## config.mk

```make
export PLATFORM = sky130hd
export DESIGN_NAME = modn_digit_counter_flat
export DESIGN_NICKNAME = d
export VERILOG_FILES = /design/src/rtl/modn_counter_pkg.sv /design/src/rtl/modn_digit_counter_if.sv /design/src/rtl/modn_digit.sv /design/src/rtl/modn_digit_counter.sv /design/src/flat_wrapper.sv
export SDC_FILE = /design/constraint.sdc
export NUM_CORES = 1
export LEC_CHECK = 0
export CAP_MARGIN = 10
export CORE_ASPECT_RATIO = 0.75
export CORE_MARGIN = 2
export CORE_UTILIZATION = 45
export DETAILED_ROUTE_END_ITERATION = 10
export GPL_TIMING_DRIVEN = 0
export MAX_ROUTING_LAYER = met4
export PLACE_DENSITY = 0.77
export SYNTH_ARGS = -nofsm -noshare
export SYNTH_HDL_FRONTEND = slang
export SYNTH_SLANG_ARGS = --single-unit
export TNS_END_PERCENT = 5
```

## constraint.sdc

```tcl
create_clock -name clk -period 1.8 [get_ports clk]
set_input_delay 0.27 -clock clk [delete_from_list [all_inputs] [get_ports clk]]
set_output_delay 0.27 -clock clk [all_outputs]
set_load 0.1 [all_outputs]
```

## src/rtl/modn_counter_pkg.sv

```systemverilog
// Shared defaults and the per-digit terminal-value compare for the mod-N digit counter.
package modn_counter_pkg;

  localparam int MODULUS_DEFAULT = 10;
  localparam int WIDTH_DEFAULT   = 4;

  // Terminal value is MODULUS-1 when counting up and 0 when counting down.
  function automatic logic digitTerminal(input int value, input logic up,
                                         input int modulus = MODULUS_DEFAULT);
    return up ? (value == modulus - 1) : (value == 0);
  endfunction

endpackage

```

## src/rtl/modn_digit_counter_if.sv

```systemverilog
// Control/data bundle between a tick source and the mod-N digit counter.
// Plain level signals, no handshake: the counter samples enb/synch/load/up every clk edge.
interface modn_digit_counter_if
  import modn_counter_pkg::*;
#(
  parameter int WIDTH  = WIDTH_DEFAULT,
  parameter int DIGITS = 4
);
  logic                      enb;
  logic                      synch;
  logic                      up;
  logic                      load;
  logic [DIGITS*WIDTH-1:0]   loadValue;
  logic                      roll;
  logic [DIGITS*WIDTH-1:0]   currentCount;

  modport master (
    output enb, synch, up, load, loadValue,
    input  roll, currentCount
  );

  modport slave (
    input  enb, synch, up, load, loadValue,
    output roll, currentCount
  );
endinterface

```

## src/rtl/modn_digit.sv

```systemverilog
// One modulo-MODULUS digit stage; steps when carryIn is high, passes carry on at its terminal value.
module modn_digit
  import modn_counter_pkg::*;
#(
  parameter int MODULUS = MODULUS_DEFAULT,
  parameter int WIDTH   = WIDTH_DEFAULT
) (
  input  logic             clk,
  input  logic             resetn,
  input  logic             synch,
  input  logic             load,
  input  logic [WIDTH-1:0] loadDigit,
  input  logic             up,
  input  logic             carryIn,
  input  logic             hold,
  output logic [WIDTH-1:0] digit,
  output logic             carryOut
);
  localparam logic [WIDTH-1:0] MAX_VAL = WIDTH'(MODULUS - 1);

  logic [WIDTH-1:0] digit_q, digit_d;
  logic             terminal;

  assign terminal = digitTerminal(32'(digit_q), up, MODULUS);
  assign carryOut = carryIn & terminal;
  assign digit    = digit_q;

  always_comb begin
    digit_d = digit_q;
    if (synch) begin
      digit_d = '0;
    end else if (load) begin
      digit_d = (32'(loadDigit) >= MODULUS) ? '0 : loadDigit;
    end else if (carryIn && !hold) begin
      if (up) digit_d = terminal ? '0 : digit_q + 1'b1;
      else    digit_d = terminal ? MAX_VAL : digit_q - 1'b1;
    end
  end

  always_ff @(posedge clk) begin
    if (!resetn) digit_q <= '0;
    else         digit_q <= digit_d;
  end

endmodule

```

## src/rtl/modn_digit_counter.sv

```systemverilog
// DIGITS cascaded mod-MODULUS digits with direction, parallel load and combinational roll.
// Define MODN_COUNTER_SATURATE_EN to hold at the terminal value instead of wrapping.
module modn_digit_counter
  import modn_counter_pkg::*;
#(
  parameter int MODULUS = MODULUS_DEFAULT,
  parameter int WIDTH   = WIDTH_DEFAULT,
  parameter int DIGITS  = 4
) (
  input logic                 clk,
  input logic                 resetn,
  modn_digit_counter_if.slave bus
);
  logic [DIGITS:0] carry;
  logic            hold;

  // Clear and load outrank counting, so they also suppress the carry chain and roll.
  assign carry[0] = bus.enb & ~bus.synch & ~bus.load;

`ifdef MODN_COUNTER_SATURATE_EN
  assign hold = carry[DIGITS];
`else
  assign hold = 1'b0;
`endif

  for (genvar i = 0; i < DIGITS; i++) begin : g_digit
    modn_digit #(
      .MODULUS (MODULUS),
      .WIDTH   (WIDTH)
    ) u_digit (
      .clk       (clk),
      .resetn    (resetn),
      .synch     (bus.synch),
      .load      (bus.load),
      .loadDigit (bus.loadValue[i*WIDTH +: WIDTH]),
      .up        (bus.up),
      .carryIn   (carry[i]),
      .hold      (hold),
      .digit     (bus.currentCount[i*WIDTH +: WIDTH]),
      .carryOut  (carry[i+1])
    );
  end

  assign bus.roll = carry[DIGITS];

endmodule

```

## src/flat_wrapper.sv

```systemverilog
// flat-port wrapper written by rule: the top's interface ports become plain ports
module modn_digit_counter_flat import modn_counter_pkg::*;
#(
  parameter int MODULUS = MODULUS_DEFAULT,
  parameter int WIDTH   = WIDTH_DEFAULT,
  parameter int DIGITS  = 4
)
  (clk, resetn, bus_enb, bus_synch, bus_up, bus_load, bus_loadValue, bus_roll, bus_currentCount);
  modn_digit_counter_if #(.WIDTH(WIDTH), .DIGITS(DIGITS)) bus_i ();
  input logic clk;
  input logic resetn;
  input wire logic [$bits(bus_i.enb)-1:0] bus_enb;
  input wire logic [$bits(bus_i.synch)-1:0] bus_synch;
  input wire logic [$bits(bus_i.up)-1:0] bus_up;
  input wire logic [$bits(bus_i.load)-1:0] bus_load;
  input wire logic [$bits(bus_i.loadValue)-1:0] bus_loadValue;
  output wire logic [$bits(bus_i.roll)-1:0] bus_roll;
  output wire logic [$bits(bus_i.currentCount)-1:0] bus_currentCount;
  assign bus_i.enb = bus_enb;
  assign bus_i.synch = bus_synch;
  assign bus_i.up = bus_up;
  assign bus_i.load = bus_load;
  assign bus_i.loadValue = bus_loadValue;
  assign bus_roll = bus_i.roll;
  assign bus_currentCount = bus_i.currentCount;
  modn_digit_counter #(.MODULUS(MODULUS), .WIDTH(WIDTH), .DIGITS(DIGITS)) u_core (.clk(clk), .resetn(resetn), .bus(bus_i));
endmodule
```

==> impl_metrics.json <==
{
  "outcome": "finished with violations",
  "flop_cell": "dfxtp_1",
  "yosys-stat-area_sq_mm": 0.00157,
  "crit_arrival_ns": 2.11,
  "n_all_buffers": 59,
  "skew_ns": 0.00129,
  "finalInstanceArea_sq_mm": 0.00218,
  "synthCells": 211,
  "swShare_pct": 39.6,
  "common_cells": "o21ai_0 (20), a21oi_1 (16), dfxtp_1 (16), nand3_1 (13), nor2_1 (13)",
  "comb_area_sq_mm": 0.00120,
  "setup_viol": 13,
  "syn-cell-area_sq_mm": 0.00157,
  "end_kind": "primary output",
  "grt_pass1_wl_microns": 7350,
  "areaGrowthSynthToFinish_pct": 38.6,
  "clockBufferDepth": 2,
  "period_minus_slack_ns": 2.38,
  "drive_above_1_share_pct": 20.8,
  "synth_top_cell_by_count": "o21ai_0",
  "met2_usage_pct": 36.7,
  "p_int_w": 0.000692,
  "clkLatencyLatePin_ns": 0.26,
  "grt_overflow": 0,
  "largest_cell_class": "multi-input combinational cells",
  "inverters": 13,
  "postRouteWirelength_microns": 4310,
  "final_util_pct": 65.9,
  "pre_cts_slack_ns": -1.91,
  "reg2regPathDepth": 8,
  "synthSimpleGateAreaFrac_pct": 23.6,
  "rsz0062_at_grt": "true",
  "top_layer_used": "met4",
  "met1_length_microns": 2070,
  "worst_slack_ns": -0.575,
  "crit_cells": 7,
  "diodes": 0,
  "power_w": 0.00114,
  "met2_length_microns": 2030,
  "lay_top_cells": "clkdlybuf4s50_1 (21), o21ai_0 (18), a21oi_1 (15), nor2_1 (13)",
  "violations": "negative setup slack",
  "syn_area_per_cell_sq_um": 7.46,
  "top_area_share_pct": 20.3,
  "p_clk_share_pct": 25.9,
  "p_seq_share_pct": 34.1,
  "crit_path_max_fanout": 2,
  "core_util_floorplan_pct": 47.5,
  "slew_violations": 0,
  "synth_seq_share_pct": 20.3
}
## timing repair
| action | 4_1_cts | 5_1_grt |
|---|---|---|
| pin swaps | 7 | 1 |
| setup buffers | 6 | 0 |
| endpoints found under the setup margin | 33 | 19 |
| resized | 45 | 11 |
## path summary, 6_finish.rpt
path                                                         start                                  to  slack (ns)
worst min-delay path            u_core.g_digit[1].u_digit.digit[1]  u_core.g_digit[1].u_digit.digit[1]        0.57
worst max-delay path            u_core.g_digit[0].u_digit.digit[1]                            bus_roll       -0.58
worst max register to register  u_core.g_digit[0].u_digit.digit[1]  u_core.g_digit[2].u_digit.digit[3]       -0.15
worst min register to register  u_core.g_digit[1].u_digit.digit[1]  u_core.g_digit[1].u_digit.digit[1]        0.57
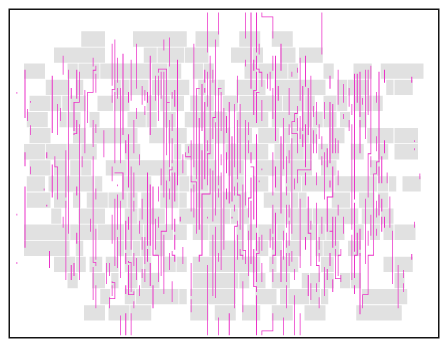
**Above:** M2 wires.
Cells faint in the background.
wire length on this layer: 2,030 microns
longest straight run: 27.5 microns
nets with wire on the layer: 236
main direction: vertical
share of all routed wire: 47%

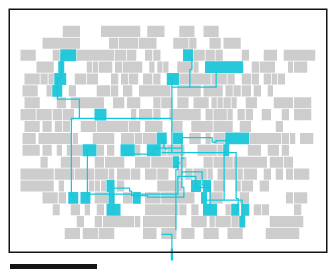
**Above:** wires at chosen ports, followed through buffers.
Scale bar: 20 microns.
legend:
  cyan:
    port: bus_load
    bits: 1
    direction: input
    edge: south
    end_cells: 29
    wire: 312 microns

